### config.mk
export PLATFORM = sky130hd
export DESIGN_NAME = mem_read_arbiter_flat
export DESIGN_NICKNAME = d
export VERILOG_FILES = /design/src/rtl/mem_read_arbiter_if.sv /design/src/rtl/mem_read_arbiter.sv /design/src/flat_wrapper.sv
export SDC_FILE = /design/constraint.sdc
export NUM_CORES = 1
export LEC_CHECK = 0
export ABC_AREA = 1
export ABC_CLOCK_PERIOD_IN_PS = 2160
export CAP_MARGIN = 10
export CORE_MARGIN = 2
export CORE_UTILIZATION = 43
export DETAILED_ROUTE_END_ITERATION = 8
export PLACE_DENSITY = 0.82
export SYNTH_ARGS = -nofsm -noshare
export SYNTH_HDL_FRONTEND = slang
export SYNTH_SLANG_ARGS = --single-unit
### constraint.sdc
create_clock -name clk -period 2.16 [get_ports clk]
set_clock_uncertainty 0.05 [all_clocks]
set_input_delay 0.324 -clock clk [delete_from_list [all_inputs] [get_ports clk]]
set_output_delay 0.324 -clock clk [all_outputs]
set_load 0.01 [all_outputs]
### src/rtl/mem_read_arbiter_if.sv
// Burst read channel: control (go/base/length/done) plus streaming user words.
// The requester side uses modport master; the side that serves bursts uses slave.
interface mem_read_arbiter_if #(
    parameter int unsigned ADDR_W = 26,
    parameter int unsigned DATA_W = 32
);
    logic              control_go;
    logic [ADDR_W-1:0] control_base;
    logic [ADDR_W-1:0] control_length;
    logic              control_done;
    logic              user_available;
    logic              user_re;
    logic [DATA_W-1:0] user_data;

    modport master (
        output control_go, control_base, control_length, user_re,
        input  control_done, user_available, user_data
    );

    modport slave (
        input  control_go, control_base, control_length, user_re,
        output control_done, user_available, user_data
    );
endinterface

### src/rtl/mem_read_arbiter.sv
// Shares one memory burst-read master between the i-cache and d-cache ports.
// Define MEM_ARB_ROUND_ROBIN_EN for round-robin ties; otherwise the d-cache wins ties.
module mem_read_arbiter #(
    parameter int unsigned ADDR_W = 26,
    parameter int unsigned DATA_W = 32
) (
    input logic               clk,
    input logic               rst,
    mem_read_arbiter_if.slave  ic,
    mem_read_arbiter_if.slave  dc,
    mem_read_arbiter_if.master mem
);

    typedef enum logic [1:0] {StIdle, StIssue, StBurst} state_e;

    state_e            state_q, state_d;
    logic              ic_slot_q, dc_slot_q;
    logic [ADDR_W-1:0] ic_base_q, ic_len_q, dc_base_q, dc_len_q;
    logic              owner_q, owner_d;  // 1: d-cache owns the current burst
    logic              go_q, go_d;
    logic [ADDR_W-1:0] base_q, base_d, len_q, len_d, cnt_q, cnt_d;
    logic              grant_dc, free_slot, burst_re, fire;
    logic [DATA_W-1:0] rd_data;

`ifdef MEM_ARB_ROUND_ROBIN_EN
    logic last_dc_q;  // winner of the most recent tie
    always_ff @(posedge clk) begin
        if (rst) begin
            last_dc_q <= 1'b0;
        end else if (state_q == StIdle && mem.control_done && ic_slot_q && dc_slot_q) begin
            last_dc_q <= grant_dc;
        end
    end
    assign grant_dc = (ic_slot_q && dc_slot_q) ? !last_dc_q : dc_slot_q;
`else
    assign grant_dc = dc_slot_q;
`endif

    assign burst_re = (state_q == StBurst) && (owner_q ? dc.user_re : ic.user_re);
    assign fire     = burst_re && mem.user_available;

    always_comb begin
        state_d   = state_q;
        owner_d   = owner_q;
        go_d      = 1'b0;
        base_d    = base_q;
        len_d     = len_q;
        cnt_d     = cnt_q;
        free_slot = 1'b0;
        unique case (state_q)
            StIdle: begin
                if ((ic_slot_q || dc_slot_q) && mem.control_done) begin
                    state_d = StIssue;
                    owner_d = grant_dc;
                    go_d    = 1'b1;
                    base_d  = grant_dc ? dc_base_q : ic_base_q;
                    len_d   = grant_dc ? dc_len_q : ic_len_q;
                end
            end
            StIssue: state_d = StBurst;
            StBurst: begin
                if (fire) begin
                    cnt_d = cnt_q + ADDR_W'(1);
                end
                // Also ends a sub-word burst (length < 4) without waiting for data.
                if (cnt_d == (len_q >> 2)) begin
                    state_d   = StIdle;
                    cnt_d     = '0;
                    free_slot = 1'b1;
                end
            end
            default: state_d = StIdle;
        endcase
    end

    always_ff @(posedge clk) begin
        if (rst) begin
            state_q <= StIdle;
            owner_q <= 1'b0;
            go_q    <= 1'b0;
            base_q  <= '0;
            len_q   <= '0;
            cnt_q   <= '0;
        end else begin
            state_q <= state_d;
            owner_q <= owner_d;
            go_q    <= go_d;
            base_q  <= base_d;
            len_q   <= len_d;
            cnt_q   <= cnt_d;
        end
    end

    always_ff @(posedge clk) begin
        if (rst) begin
            ic_slot_q <= 1'b0;
            ic_base_q <= '0;
            ic_len_q  <= '0;
            dc_slot_q <= 1'b0;
            dc_base_q <= '0;
            dc_len_q  <= '0;
        end else begin
            assert (!(ic.control_go && ic_slot_q))
            else $error("mem_read_arbiter: ic go while busy, ignored");
            assert (!(dc.control_go && dc_slot_q))
            else $error("mem_read_arbiter: dc go while busy, ignored");

            if (ic.control_go && !ic_slot_q && ic.control_length != '0) begin
                ic_slot_q <= 1'b1;
                ic_base_q <= ic.control_base;
                ic_len_q  <= ic.control_length;
            end else if (free_slot && !owner_q) begin
                ic_slot_q <= 1'b0;
            end

            if (dc.control_go && !dc_slot_q && dc.control_length != '0) begin
                dc_slot_q <= 1'b1;
                dc_base_q <= dc.control_base;
                dc_len_q  <= dc.control_length;
            end else if (free_slot && owner_q) begin
                dc_slot_q <= 1'b0;
            end
        end
    end

    // Outputs are masked by rst so a mid-burst reset stops forwarding immediately.
    assign ic.control_done   = rst || !ic_slot_q;
    assign dc.control_done   = rst || !dc_slot_q;
    assign ic.user_available = !rst && state_q == StBurst && !owner_q && mem.user_available;
    assign dc.user_available = !rst && state_q == StBurst && owner_q && mem.user_available;
    assign rd_data           = mem.user_data;
    assign ic.user_data      = rd_data;
    assign dc.user_data      = rd_data;

    assign mem.control_go     = !rst && go_q;
    assign mem.control_base   = base_q;
    assign mem.control_length = len_q;
    assign mem.user_re        = !rst && burst_re;

endmodule

### src/flat_wrapper.sv
// flat-port wrapper written by rule: the top's interface ports become plain ports
module mem_read_arbiter_flat 
#(
    parameter int unsigned ADDR_W = 26,
    parameter int unsigned DATA_W = 32
)
  (clk, rst, ic_control_go, ic_control_base, ic_control_length, ic_user_re, ic_control_done, ic_user_available, ic_user_data, dc_control_go, dc_control_base, dc_control_length, dc_user_re, dc_control_done, dc_user_available, dc_user_data, mem_control_go, mem_control_base, mem_control_length, mem_user_re, mem_control_done, mem_user_available, mem_user_data);
  mem_read_arbiter_if #(.ADDR_W(ADDR_W), .DATA_W(DATA_W)) ic_i ();
  mem_read_arbiter_if #(.ADDR_W(ADDR_W), .DATA_W(DATA_W)) dc_i ();
  mem_read_arbiter_if #(.ADDR_W(ADDR_W), .DATA_W(DATA_W)) mem_i ();
  input logic clk;
  input logic rst;
  input wire logic [$bits(ic_i.control_go)-1:0] ic_control_go;
  input wire logic [$bits(ic_i.control_base)-1:0] ic_control_base;
  input wire logic [$bits(ic_i.control_length)-1:0] ic_control_length;
  input wire logic [$bits(ic_i.user_re)-1:0] ic_user_re;
  output wire logic [$bits(ic_i.control_done)-1:0] ic_control_done;
  output wire logic [$bits(ic_i.user_available)-1:0] ic_user_available;
  output wire logic [$bits(ic_i.user_data)-1:0] ic_user_data;
  input wire logic [$bits(dc_i.control_go)-1:0] dc_control_go;
  input wire logic [$bits(dc_i.control_base)-1:0] dc_control_base;
  input wire logic [$bits(dc_i.control_length)-1:0] dc_control_length;
  input wire logic [$bits(dc_i.user_re)-1:0] dc_user_re;
  output wire logic [$bits(dc_i.control_done)-1:0] dc_control_done;
  output wire logic [$bits(dc_i.user_available)-1:0] dc_user_available;
  output wire logic [$bits(dc_i.user_data)-1:0] dc_user_data;
  output wire logic [$bits(mem_i.control_go)-1:0] mem_control_go;
  output wire logic [$bits(mem_i.control_base)-1:0] mem_control_base;
  output wire logic [$bits(mem_i.control_length)-1:0] mem_control_length;
  output wire logic [$bits(mem_i.user_re)-1:0] mem_user_re;
  input wire logic [$bits(mem_i.control_done)-1:0] mem_control_done;
  input wire logic [$bits(mem_i.user_available)-1:0] mem_user_available;
  input wire logic [$bits(mem_i.user_data)-1:0] mem_user_data;
  assign ic_i.control_go = ic_control_go;
  assign ic_i.control_base = ic_control_base;
  assign ic_i.control_length = ic_control_length;
  assign ic_i.user_re = ic_user_re;
  assign ic_control_done = ic_i.control_done;
  assign ic_user_available = ic_i.user_available;
  assign ic_user_data = ic_i.user_data;
  assign dc_i.control_go = dc_control_go;
  assign dc_i.control_base = dc_control_base;
  assign dc_i.control_length = dc_control_length;
  assign dc_i.user_re = dc_user_re;
  assign dc_control_done = dc_i.control_done;
  assign dc_user_available = dc_i.user_available;
  assign dc_user_data = dc_i.user_data;
  assign mem_control_go = mem_i.control_go;
  assign mem_control_base = mem_i.control_base;
  assign mem_control_length = mem_i.control_length;
  assign mem_user_re = mem_i.user_re;
  assign mem_i.control_done = mem_control_done;
  assign mem_i.user_available = mem_user_available;
  assign mem_i.user_data = mem_user_data;
  mem_read_arbiter #(.ADDR_W(ADDR_W), .DATA_W(DATA_W)) u_core (.clk(clk), .rst(rst), .ic(ic_i), .dc(dc_i), .mem(mem_i));
endmodule
### Ports around the boundary, run 1

Pins as bars across the die edge, other pins in gray.
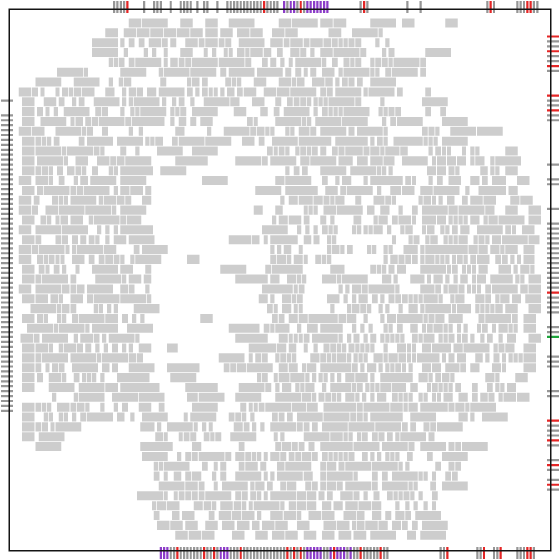
legend:
  red:
    port: `ic_user_data`
    pins: 32
    direction: output
    edge: 15 south, 10 east, 7 north
  green:
    port: `rst`
    pins: 1
    direction: input
    edge: east
  purple:
    port: `dc_control_length`
    pins: 26
    direction: input
    edge: 16 south, 10 north
die width: 149 um
port bufs: 169

### Wire density map, run 1

Bar = 50 um. 30 x 30 tiles, from dark blue (low) to red (high), scaled to the fullest tile. Values are wire area over tile area, all layers added.
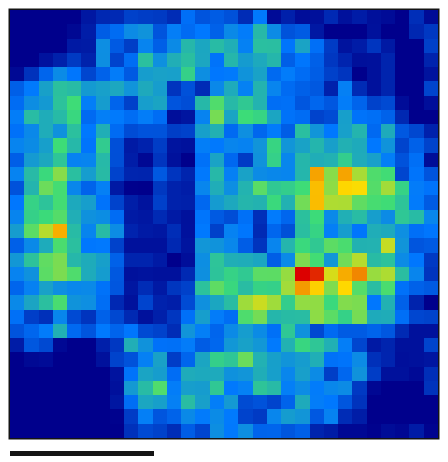
emptiest ninth of the die: south-west
fullest tile: 0.81
nearly empty tiles: 12%
mean over tiles: 0.20
wire per inst: 14.9 um
Routed WL: 26,700 um

### Cells colored by class, run 1

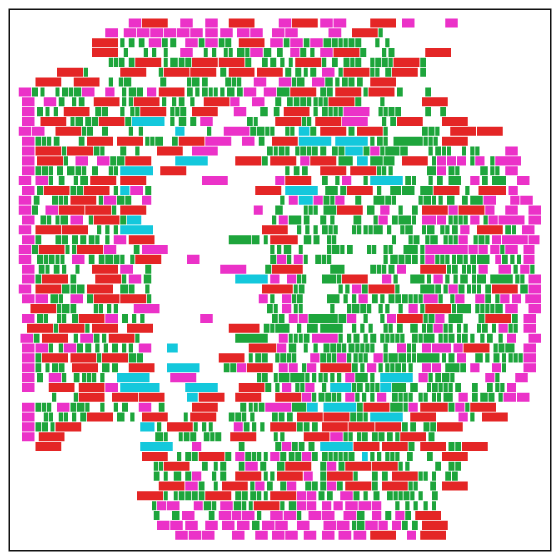
legend:
  green:
    class: remaining logic cells
    cells: 981
    share_of_their_area: 39%
  magenta:
    class: remaining buffers and delay cells
    cells: 311
    share_of_their_area: 25%
  cyan:
    class: clock drivers and dummy loads
    cells: 32
    share_of_their_area: 4.9%
  red:
    class: registers
    cells: 188
    share_of_their_area: 31%
Util after Layout: 0.594
Final Cell Area: 12,400 sq um
core area: 20,800 sq um
sequential share of cell area: 0.306
# rows: 53

==> out/qor.yml, run 1 <==
outcome: "finished with violations"
violations: "negative setup slack"
grt-ovfl-total: 0
reg2reg_depth: 15
synth_warnings: 0
drive_gt1_frac: 0.160
critical_path.startpoint_type: "flip-flop"
ys_sh_simple: 0.254
period_minus_slack_ns: 2.33
cp-end-kind: "flip-flop"
power_switching_share: 0.295
clkbuf_count: 18
grt_pass1_vias: 8747
grt_pass1_wl_um: 42700
min_period_over_period: 1.08
worstHoldStart: "u_core.ic_base_q[5]$_SDFFE_PP0P_"
relSlewSlack: 0.560
seq_cell_power_mw: 3.97
ant_nets: 0
setup_viol: 27
path_max_fanout: 21
synth_nets: 1452
combPwrFrac: 0.203
required_ns: 2.43
syn_area_sq_um: 9050
synth.avg_cell_area_sq_um: 6.93
ios: 266
crit_cells: 15
wl_met3_um: 2350
fin_ws_ns: -0.168
register_area_sq_um: 3780
floorplanUtilization: 0.435
antenna_found_initial: 2
xor_share: 0.00788
grt_use_total: 0.241
grt_use_met1: 0.296
endpoint: "u_core.cnt_q[9]$_SDFFE_PP0P_"
flop_cell: "dfxtp_1"
yosys.area_share.aoi: 0.182
dp_cells: 1743
hold_buffers: 0
critPathLaunch: "u_core.cnt_q[1]$_SDFFE_PP0P_"
[run 1: cells in the final DEF, fill, tap and decap left out, types with 3 or more instances in the layout]
master,n
o21ai_0,162
nand2_2,9
clkbuf_16,17
nand3_1,57
buf_4,122
inv_8,4
dfxtp_4,4
dlygate4sd2_1,3
nor2_1,162
inv_2,4
dfxtp_1,180
buf_12,15
a21oi_1,125
nor2_2,8
inv_1,120
nand2_1,230
nor4_1,13
clkdlybuf4s50_1,165
nor2_4,12
inv_6,4
nand3b_1,5
nand3_2,14
dfxtp_2,4
a31oi_1,28
nand3_4,4
nand4_1,10
[run 1: synthesized netlist by cell type, types with 8 or more instances]
master,n,area share
o21ai_0,163,0.090
buf_4,65,0.054
dfxtp_1,188,0.42
a31oi_1,28,0.019
nand3_1,61,0.034
a21oi_1,126,0.070
nand4_1,10,0.0069
inv_1,122,0.051
nand2_1,235,0.097
nor2_1,172,0.071
nor4_1,13,0.0090
nor2_2,8,0.0055
nand3_2,12,0.013
clkbuf_1,65,0.027
[run 1: registers in the layout (all words and copies together), names as in the netlist]
name,count
u_core.cnt_q,26
u_core.dc_base_q,26
u_core.dc_len_q,26
u_core.ic_base_q,26
u_core.ic_len_q,26
u_core.mem.control_base,26
u_core.mem.control_length,26
u_core.state_q,2
u_core.dc_slot_q,1
u_core.go_q,1
u_core.ic_slot_q,1
u_core.owner_q,1
[run 1: per-stage QoR]
stage                     power (mW)  TNS, ns  hold slack (ns)  worst slack [ns]
after floorplan                 4.99        0            0.374            0.0131
after global placement          5.76   -30.70            0.383            -0.503
after detailed placement        5.80   -32.48            0.386            -0.565
after CTS                       8.99    -2.85            0.397            -0.128
after global routing            9.35    -8.07            0.415            -0.326
final                           8.95    -3.96            0.397            -0.168
## Run 2: what changed since run 1
- HOLD_SLACK_MARGIN: default -> 0.05
### Ports around the boundary, run 2

Pins as bars across the die edge, other pins in gray.
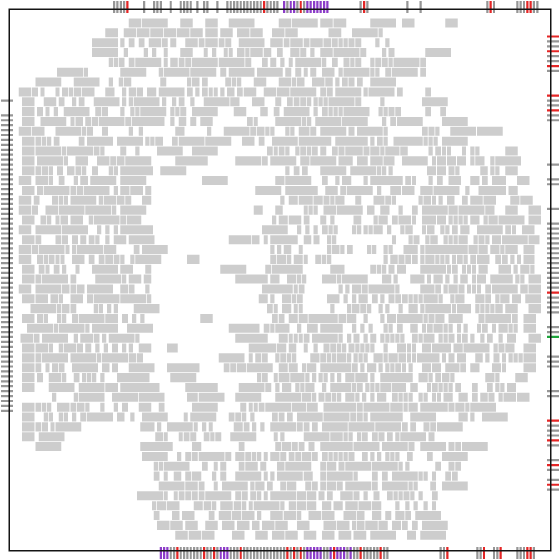
legend:
  red:
    port: `ic_user_data`
    pins: 32
    direction: output
    edge: 15 south, 10 east, 7 north
  purple:
    port: `dc_control_length`
    pins: 26
    direction: input
    edge: 16 south, 10 north
  green:
    port: `rst`
    pins: 1
    direction: input
    edge: east
die height: 149 um

### Cells colored by class, run 2

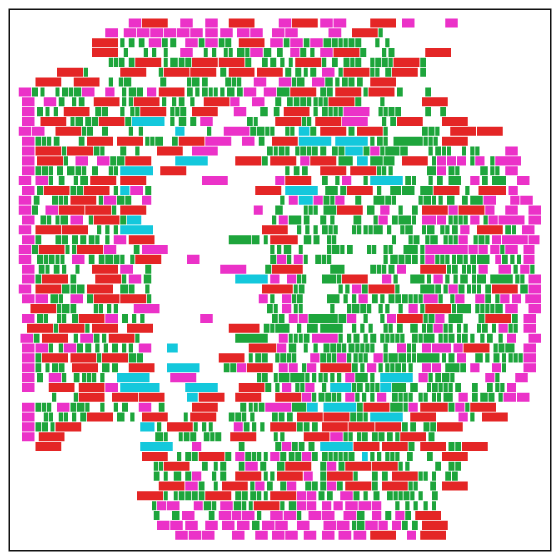
legend:
  magenta:
    class: remaining buffers and delay cells
    cells: 311
    share_of_their_area: 25%
  cyan:
    class: clock drivers and dummy loads
    cells: 32
    share_of_their_area: 4.9%
  red:
    class: registers
    cells: 188
    share_of_their_area: 31%
  green:
    class: remaining logic cells
    cells: 981
    share_of_their_area: 39%

==> run 2 against run 1 <==
The run still ends with negative setup slack left. First-iteration DRC count unchanged. Area after synthesis unchanged. Count of clock-buffer cells in the layout unchanged. Synthesized cell count stayed put. Largest cell class unchanged. Largest power group unchanged.
==> out/qor.yml, run 2 <==
yosys.area_share.aoi: 0.182
insertion_delay_ns: 0.43
drv_slew: 0
clockBufferDepth: 2
finalPower_mw: 8.95
fin_ws_ns: -0.168
yosys_cells: 1307
top_logic_kind: "simple AND/OR/NAND/NOR gates"
comb_area_sq_um: 4180
common_cells: "235 x nand2_1, 188 x dfxtp_1, 172 x nor2_1"
use_met2: 0.407
cellPowerDensity_nw_per_um2: 724
final_nets: 1644
outcome: "finished with violations"
lay_top_count: "nand2_1"
required_ns: 2.43
critical_path.startpoint_type: "flip-flop"
synth.avg_cell_area_sq_um: 6.93
met3_usage: 0.0621
synth_warnings: 0
worstHoldStart: "u_core.ic_base_q[5]$_SDFFE_PP0P_"
hold_class: "flip-flop to flip-flop"
path_clk_slew_ns: 0.08
ys_types: 31
wire_per_inst_um: 14.9
relSlewSlack: 0.560
hold_path_depth: 2
postSynthSeqShare: 0.416
port_buffers: 169
period_minus_slack_ns: 2.33
most_common_cell: "nand2_1"
top_area_frac: 0.416
grt_max_degree: 160
fillCellCount: 1843
dieWidth_um: 149
xor_share: 0.00788
hold_buffers: 0
setup-tns-final_ns: -3.96
synthCells: 1307
top_area_cell: "dfxtp_1"
cap_viol_max_count: 0
reg2reg_from: "u_core.cnt_q[1]$_SDFFE_PP0P_"
grt-ovfl-total: 0
place_hpwl_um: 18800
min_period_over_period: 1.08
core_sq_um: 20800
preCtsSetupSlack_ns: -0.565
cp-end-kind: "flip-flop"
h-tree-depth: 4
area_leaders: "dfxtp_1 42%, nand2_1 9.7%, o21ai_0 9.0%"
root_buffer: "clkbuf_16"
reg2reg_depth: 15
endpoint: "u_core.cnt_q[9]$_SDFFE_PP0P_"
flop_cell: "dfxtp_1"
ys_sh_simple: 0.254
synth_nets: 1452
cts_buffers: 17
cp_common_cell: "nand3_1"
ios: 266
grt_use_met1: 0.296
final_cell_mix: "230 x nand2_1, 180 x dfxtp_1, 165 x clkdlybuf4s50_1"
critPathLaunch: "u_core.cnt_q[1]$_SDFFE_PP0P_"
first_pass_iters: 5
die_area_sq_um: 22200
wl_met3_um: 2350
reg2reg_setup_slack_ns: -0.17
grt_pass1_vias: 8747
grt_pass1_wl_um: 42700
drive_gt1_frac: 0.160
hold_slack_ns: 0.397
syn_area_sq_um: 9050
register_area_sq_um: 3780
path_max_fanout: 21
muxShareOfSynthArea: 0
routedLengthMet1_um: 10800
setup_viol: 27
violations: "negative setup slack"
floorplanUtilization: 0.435
ant_nets: 0
synth_flops: 188
antenna_found_initial: 2
std_cell_rows: 53
drt_wl_total_um: 26700
### Wiring by layer, run 2

Bar = 50 um.
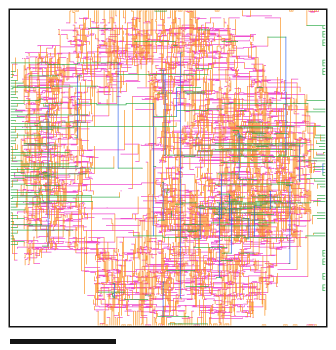
legend:
  magenta:
    layer: M1
    wire_length: 10,800 um
  orange:
    layer: M2
    wire_length: 12,900 um
  green:
    layer: M3
    wire_length: 2,350 um
  blue:
    layer: M4
    wire_length: 700 um
Vias: 9,184
GRT Resource Usage Total: 0.241

==> run 2: cell counts after synthesis <==
Identical to the previous run, type by type.
==> run 2: area by class of cell <==
cell class / instances / share of cell area
well taps: 275 / 0.0278
clock buffers: 18 / 0.0355
repair buffers: 311 / 0.241
inverters: 126 / 0.0390
diodes: 1 / 0.000202
clock inverters: 14 / 0.0123
multi-input cells: 855 / 0.338
flip-flops and latches: 188 / 0.306
==> run 2: logic make-up (layout without fill, tap and decap cells) <==
family,Yosys count,count (layout)
adders and majority gates,1,1
other,0,1
buffers and inverters,264,469
xor gates and xnor gates,5,5
AOI/OAI and AO/OA,320,320
DFF,188,188
and+or+nand+nor,529,529
==> run 2: metrics by stage <==
step,util,instances,cell area [sq um]
2_1_floorplan,-,1307,9080
5_1_grt,0.593,1787,12400
6_report,0.594,1788,12400
4_1_cts,0.592,1787,12300
3_5_place_dp,0.552,1743,11500
3_3_place_gp,0.552,1743,11500
==> run 2: where the power goes <==
part | leakage (nW) | internal (mW) | total [mW] | switching (mW)
combinational | 3.15 | 0.869 | 1.81 | 0.944
sequential | 1.55 | 3.77 | 3.97 | 0.205
clock | 0.286 | 1.67 | 3.16 | 1.49
total | 4.99 | 6.31 | 8.95 | 2.64
==> run 2: worst max-delay path: cells and delay by family (launching register included) <==
family	cells	cell delay [ns]
flip-flops	1	0.38
AND/OR/NAND/NOR	12	1.40
buffers and inverters	1	0.17
adder cells (fa/ha/maj)	1	0.15
AND-OR/OR-AND	1	0.06
==> run 2: what timing repair did <==
action	in CTS	in global routing
cloned	1	0
pin swaps	8	4
resized	38	11
buffers inserted	11	0
endpoints found under the setup margin	30	29
Power figures rest on the tool's default switching activity, not on a simulated workload.
